File: src/rtl/bcd_multi_counter.sv
// Multi-digit BCD up/down counter with load, clear, cascade TC and sticky overflow.
// Optional feature: define BCD_SAT_EN to saturate at the terminal state instead of wrapping.
module bcd_multi_counter #(
    parameter int unsigned DIGITS = 4
) (
    input  logic                  CLK,
    input  logic                  reset,
    input  logic                  Clear,
    input  logic                  Load,
    input  logic [4*DIGITS-1:0]   D,
    input  logic                  Count,
    input  logic                  Up,
    output logic [4*DIGITS-1:0]   Q,
    output logic                  TC,
    output logic                  Ovf
);

    logic [4*DIGITS-1:0] q_q, q_d;
    logic                ovf_q, ovf_d;
    logic                all9, all0, at_term;

    // Ripple step: a digit moves only while every lower digit sits at its rollover value.
    function automatic logic [4*DIGITS-1:0] bcd_step(input logic [4*DIGITS-1:0] v,
                                                     input logic up);
        logic [4*DIGITS-1:0] r;
        logic                en;
        logic [3:0]          dig;
        r  = v;
        en = 1'b1;
        for (int unsigned i = 0; i < DIGITS; i++) begin
            dig = v[4*i +: 4];
            if (en) begin
                if (up) r[4*i +: 4] = (dig == 4'd9) ? 4'd0 : dig + 4'd1;
                else    r[4*i +: 4] = (dig == 4'd0) ? 4'd9 : dig - 4'd1;
            end
            en = en & (up ? (dig == 4'd9) : (dig == 4'd0));
        end
        return r;
    endfunction

    function automatic logic [4*DIGITS-1:0] bcd_sanitize(input logic [4*DIGITS-1:0] v);
        logic [4*DIGITS-1:0] r;
        r = '0;
        for (int unsigned i = 0; i < DIGITS; i++) begin
            r[4*i +: 4] = (v[4*i +: 4] > 4'd9) ? 4'd0 : v[4*i +: 4];
        end
        return r;
    endfunction

    always_comb begin
        all9 = 1'b1;
        all0 = 1'b1;
        for (int unsigned i = 0; i < DIGITS; i++) begin
            if (q_q[4*i +: 4] != 4'd9) all9 = 1'b0;
            if (q_q[4*i +: 4] != 4'd0) all0 = 1'b0;
        end
    end

    assign at_term = Up ? all9 : all0;

    // Gated by reset so TC drops at once while reset is held, even at the all-0s state.
    assign TC = reset & Count & ~Clear & ~Load & at_term;

    always_comb begin
        q_d   = q_q;
        ovf_d = ovf_q;
        if (Clear) begin
            q_d   = '0;
            ovf_d = 1'b0;
        end else if (Load) begin
            q_d   = bcd_sanitize(D);
            ovf_d = 1'b0;
        end else if (Count) begin
            if (at_term) ovf_d = 1'b1;
`ifdef BCD_SAT_EN
            if (!at_term) q_d = bcd_step(q_q, Up);
`else
            q_d = bcd_step(q_q, Up);
`endif
        end
    end

    always_ff @(posedge CLK or negedge reset) begin
        if (!reset) begin
            q_q   <= '0;
            ovf_q <= 1'b0;
        end else begin
            q_q   <= q_d;
            ovf_q <= ovf_d;
        end
    end

    assign Q   = q_q;
    assign Ovf = ovf_q;

endmodule
File: config.mk
export PLATFORM = sky130hd
export DESIGN_NAME = bcd_multi_counter
export DESIGN_NICKNAME = d
export VERILOG_FILES = /design/src/rtl/bcd_multi_counter.sv
export SDC_FILE = /design/constraint.sdc
export NUM_CORES = 1
export LEC_CHECK = 0
export CAP_MARGIN = 25
export CORE_ASPECT_RATIO = 2
export CORE_MARGIN = 2
export CORE_UTILIZATION = 51
export DETAILED_ROUTE_END_ITERATION = 6
export PLACE_DENSITY = 0.81
export REMOVE_ABC_BUFFERS = 1
export SLEW_MARGIN = 10
export SYNTH_ARGS = -nofsm -noshare
export SYNTH_HDL_FRONTEND = slang
export SYNTH_SLANG_ARGS = --single-unit
File: constraint.sdc
create_clock -name CLK -period 2.78 [get_ports CLK]
set_clock_uncertainty 0.05 [all_clocks]
set_input_delay 0.417 -clock CLK [delete_from_list [all_inputs] [get_ports CLK]]
set_output_delay 0.417 -clock CLK [all_outputs]
set_load 0.02 [all_outputs]
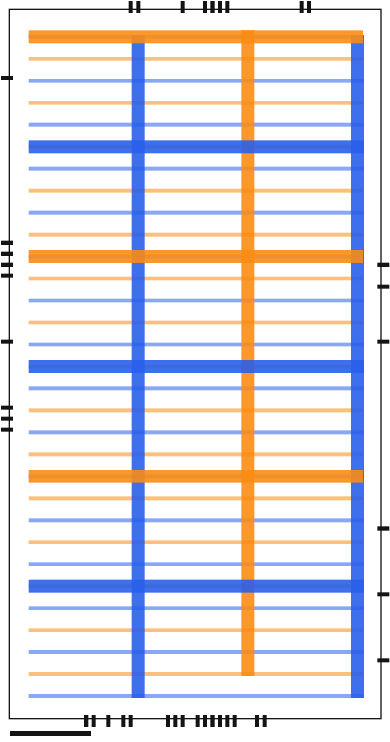
*Supply network*
Bar = 10 microns. Pins as bars on the die edge.
[orange] VDD
[blue] VSS
met5 straps: 6
met4 straps: 3
rows: 30
Core Region: 3378 sq um
worst-case vdd ir drop: 0.0004296 V

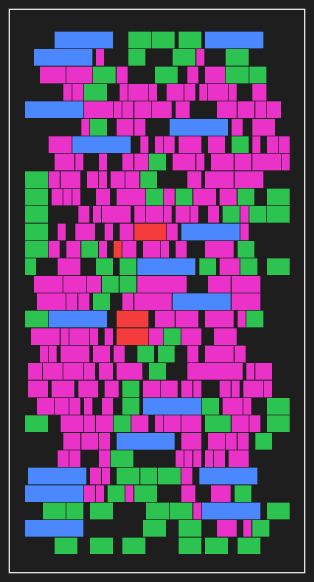
*Cell classes on the final placement*
[red] clock drivers and dummy loads | cells: 4 | share of their area: 1.9%
[blue] flops | cells: 17 | share of their area: 17%
[green] other buffers and delay cells | cells: 75 | share of their area: 27%
[magenta] combinational and other logic | cells: 192 | share of their area: 54%

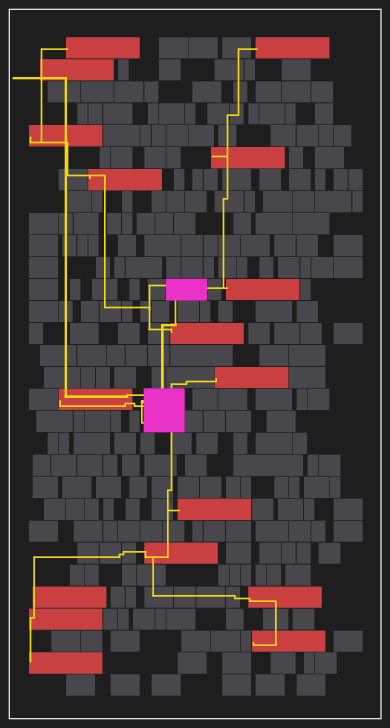
*Clock network drawn from the DEF*
[magenta] clock drivers | count: 3
[red] flip-flops | count: 17
[yellow] clock wires | length: 293 microns
routed clock nets: 4
worst skew pair latency: 250 ps
Clk. pwr: 195 uW

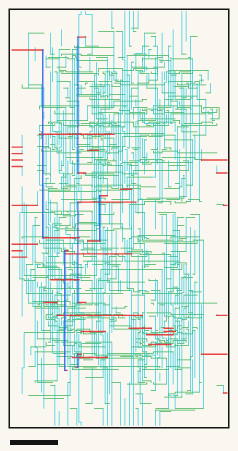
*Signal wires by layer*
Bar = 10 microns.
[cyan] metal 2 | wire length: 3,000 microns
[red] metal 3 | wire length: 169 microns
[green] metal 1 | wire length: 1,900 microns
[blue] metal 4 | wire length: 127 microns

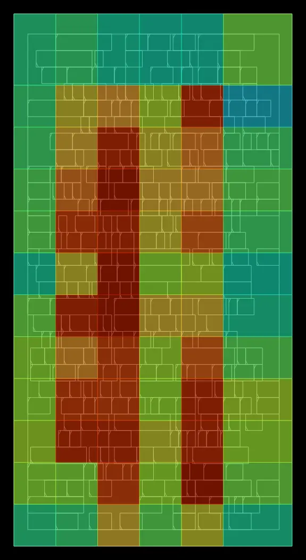
*Congestion heat map*
global routing usage on met1: 0.3031
most used routing layer: met2

## logic make-up after synthesis
family                   synth area share
XOR/XNOR                         0.009819
buffers and inverters             0.07012
adder cells (fa/ha/maj)            0.1052
multiplexers                      0.02945
AND-OR/OR-AND                      0.3359
AND/OR/NAND/NOR                    0.2111
flip-flops                         0.2384
## power groups by stage
stage,Combinational (uW),Clock (uW),Sequential (uW)
4_1_cts,412,194,284
5_1_grt,451,205,287
2_1_floorplan,171,0,325
3_3_place_gp,400,0,288
6_report,412,195,284
3_5_place_dp,407,0,289
## flip-flops by register name, indices dropped and copies added, names as in the netlist
| signal | flops |
|---|---|
| Q | 16 |
| Ovf | 1 |
## what timing repair did
action | in CTS | in global routing
endpoints found under the setup margin | 1 | 1
pin swaps | 0 | 0
setup buffers | 0 | 0
gates resized | 4 | 1
hold buffers | 0 | 0
==> flow_summary.ini <==
; implementation run metrics
[power]
switching_fraction = 0.3588
reg_power_frac = 0.319
power.clock.fraction = 0.219
p_int_uw = 571.1
powerDensity_nw_per_um2 = 360.1
total_leakage_power_uw = 0.001088
report.power.total_uw = 890.6

[cells_and_area]
layout.nets = 326
utilization = 0.7322
sequential_share_of_cell_area = 0.1720
final.clkbuf_count = 4
finalInstanceArea_sq_um = 2474
final_layout_size_suffix_gt1_frac = 0.1736
area.sequential_sq_um = 425.4
final_common_cell = sky130_fd_sc_hd__clkdlybuf4s50_1
diodes_inserted = 0
sh_comb_area = 0.5013
largest_class = logic gates
areaGrowthSynthToFinish_pct = 38.64
mostFrequentLayoutCells = sky130_fd_sc_hd__clkdlybuf4s50_1, sky130_fd_sc_hd__buf_4, sky130_fd_sc_hd__nor2_1, sky130_fd_sc_hd__a21oi_1
numSequentialCells = 17
layout.cells.non_filler = 320
non_clock_buffer_count = 75
clock_tree_area_fraction = 0.01821
logic_gates = 175
buffer_area_frac = 0.2666
final.fill_count = 256
final.signal_inverter_count = 17
logic_cell_area_sq_um = 1240

[drt]
drt-vias-per-instance = 6.141
route.met2.wl_microns = 2997
met3_length_microns = 169
top_layer_used = met4
routed_wl_microns = 5193
avgRoutedWirePerCell_microns = 16.23
m1WireLength_microns = 1900
drt_drc_violations_left = 0
drt_first_pass_iters = 5
dr.first_iter.drc_count = 38
detailroute.via_count = 1965

[timing]
finalSetupTns_ps = 0
finalSetupViolCount = 0
count_of_final_max_slew_check_failures = 0
max_slew_margin = 0.6846
fin_crit_ps = 2613
final_hold_viol_count = 0
fmax_mhz = 382.6
grt_setup_unrepaired = false
timing.hold.ws_ps = 469.3
setup_slack_ps = 166.6

[critical_path]
crit_path_max_incr_delay_ps = 480
timing.critical_path.max_delay_family = simple AND/OR/NAND/NOR gates
critical_path.max_fanout = 2
ff2ff_setup_slack_ps = 490
worst-path-stages = 6
timing.setup.critical_path_class = reg2out
regToRegStartpoint = Q[0]
cp.buffers_inverters = 2
signal_arrival_time_at_the_worst_endpoint_ps = 2150
worst_setup_path_start_kind = flop
critPathCapture = TC
timing.reg2reg.worst_path_depth = 8
worstSetupEndpointType = primary output
critical_path.startpoint = Q[13]
cp_data_required_time_ps = 2310
r2r_end = Q[6]

[global_routing]
grt_pass1_vias = 1955
global_route.usage.met2 = 0.5109
overflow_left_after_global_routing = 0
grt_start_max_net_pins = 26
grt.met3_usage = 0.01856
number_of_antenna_violations_at_the_first_check_in_global_routing = 0
grt_util_all_layers = 0.2817

[cts]
clock-root-buffer = sky130_fd_sc_hd__clkbuf_8
tritoncts.num_buffers = 3
ctsLongestPathBuffers = 2
tritoncts = yes
ctsHtreeMaxLevel = 1

[floorplan]
chipWidth_microns = 45.83
floorplan.io_pins = 40
std_cell_rows = 30
fp_util = 0.5281
floorplan.die_area_sq_um = 4016
taps = 32

[logic_synthesis]
mean_post_synth_cell_area_sq_um = 8.001
ff_type = sky130_fd_sc_hd__dfrtp_1
synth.top_cell.area_share = 0.2384
proportion_of_synthesized_chip_area_in_sequential_cells = 0.2384
yosysChipArea_sq_um = 1784
synth.area.top_cells = sky130_fd_sc_hd__dfrtp_1, sky130_fd_sc_hd__ha_1, sky130_fd_sc_hd__a21oi_1, sky130_fd_sc_hd__o21ai_0, sky130_fd_sc_hd__nor2_1
yosysCellCount = 223
yosysWarningCount = 0
yosys_register_bits = 17
synth.cell_area_sq_um = 1784
post_synth_most_frequent_cells = sky130_fd_sc_hd__a21oi_1, sky130_fd_sc_hd__nor2_1, sky130_fd_sc_hd__dfrtp_1, sky130_fd_sc_hd__inv_1, sky130_fd_sc_hd__o21ai_0
synth_cells = 223
yosysUniqueCellTypes = 59
enable_flop_cells = 0

[job]
max_cap_violations = 0
warning_count = 36

[worst_hold_path]
timing.hold.worst_endpoint = Ovf
min_from = Ovf
min-delay-path-class = reg2reg

[placement]
detailedPlace.worstSlack_ps = -266.3
dpl-instance-area_sq_um = 2424
final_estimated_routing_congestion_in_global_placement = 0.9425
dp.cells = 316
port_buffers = 39
post-dp-hpwl_microns = 4085

[outcome]
status = complete, no violations
No activity file was given, so power comes from the tool's default toggle rates.
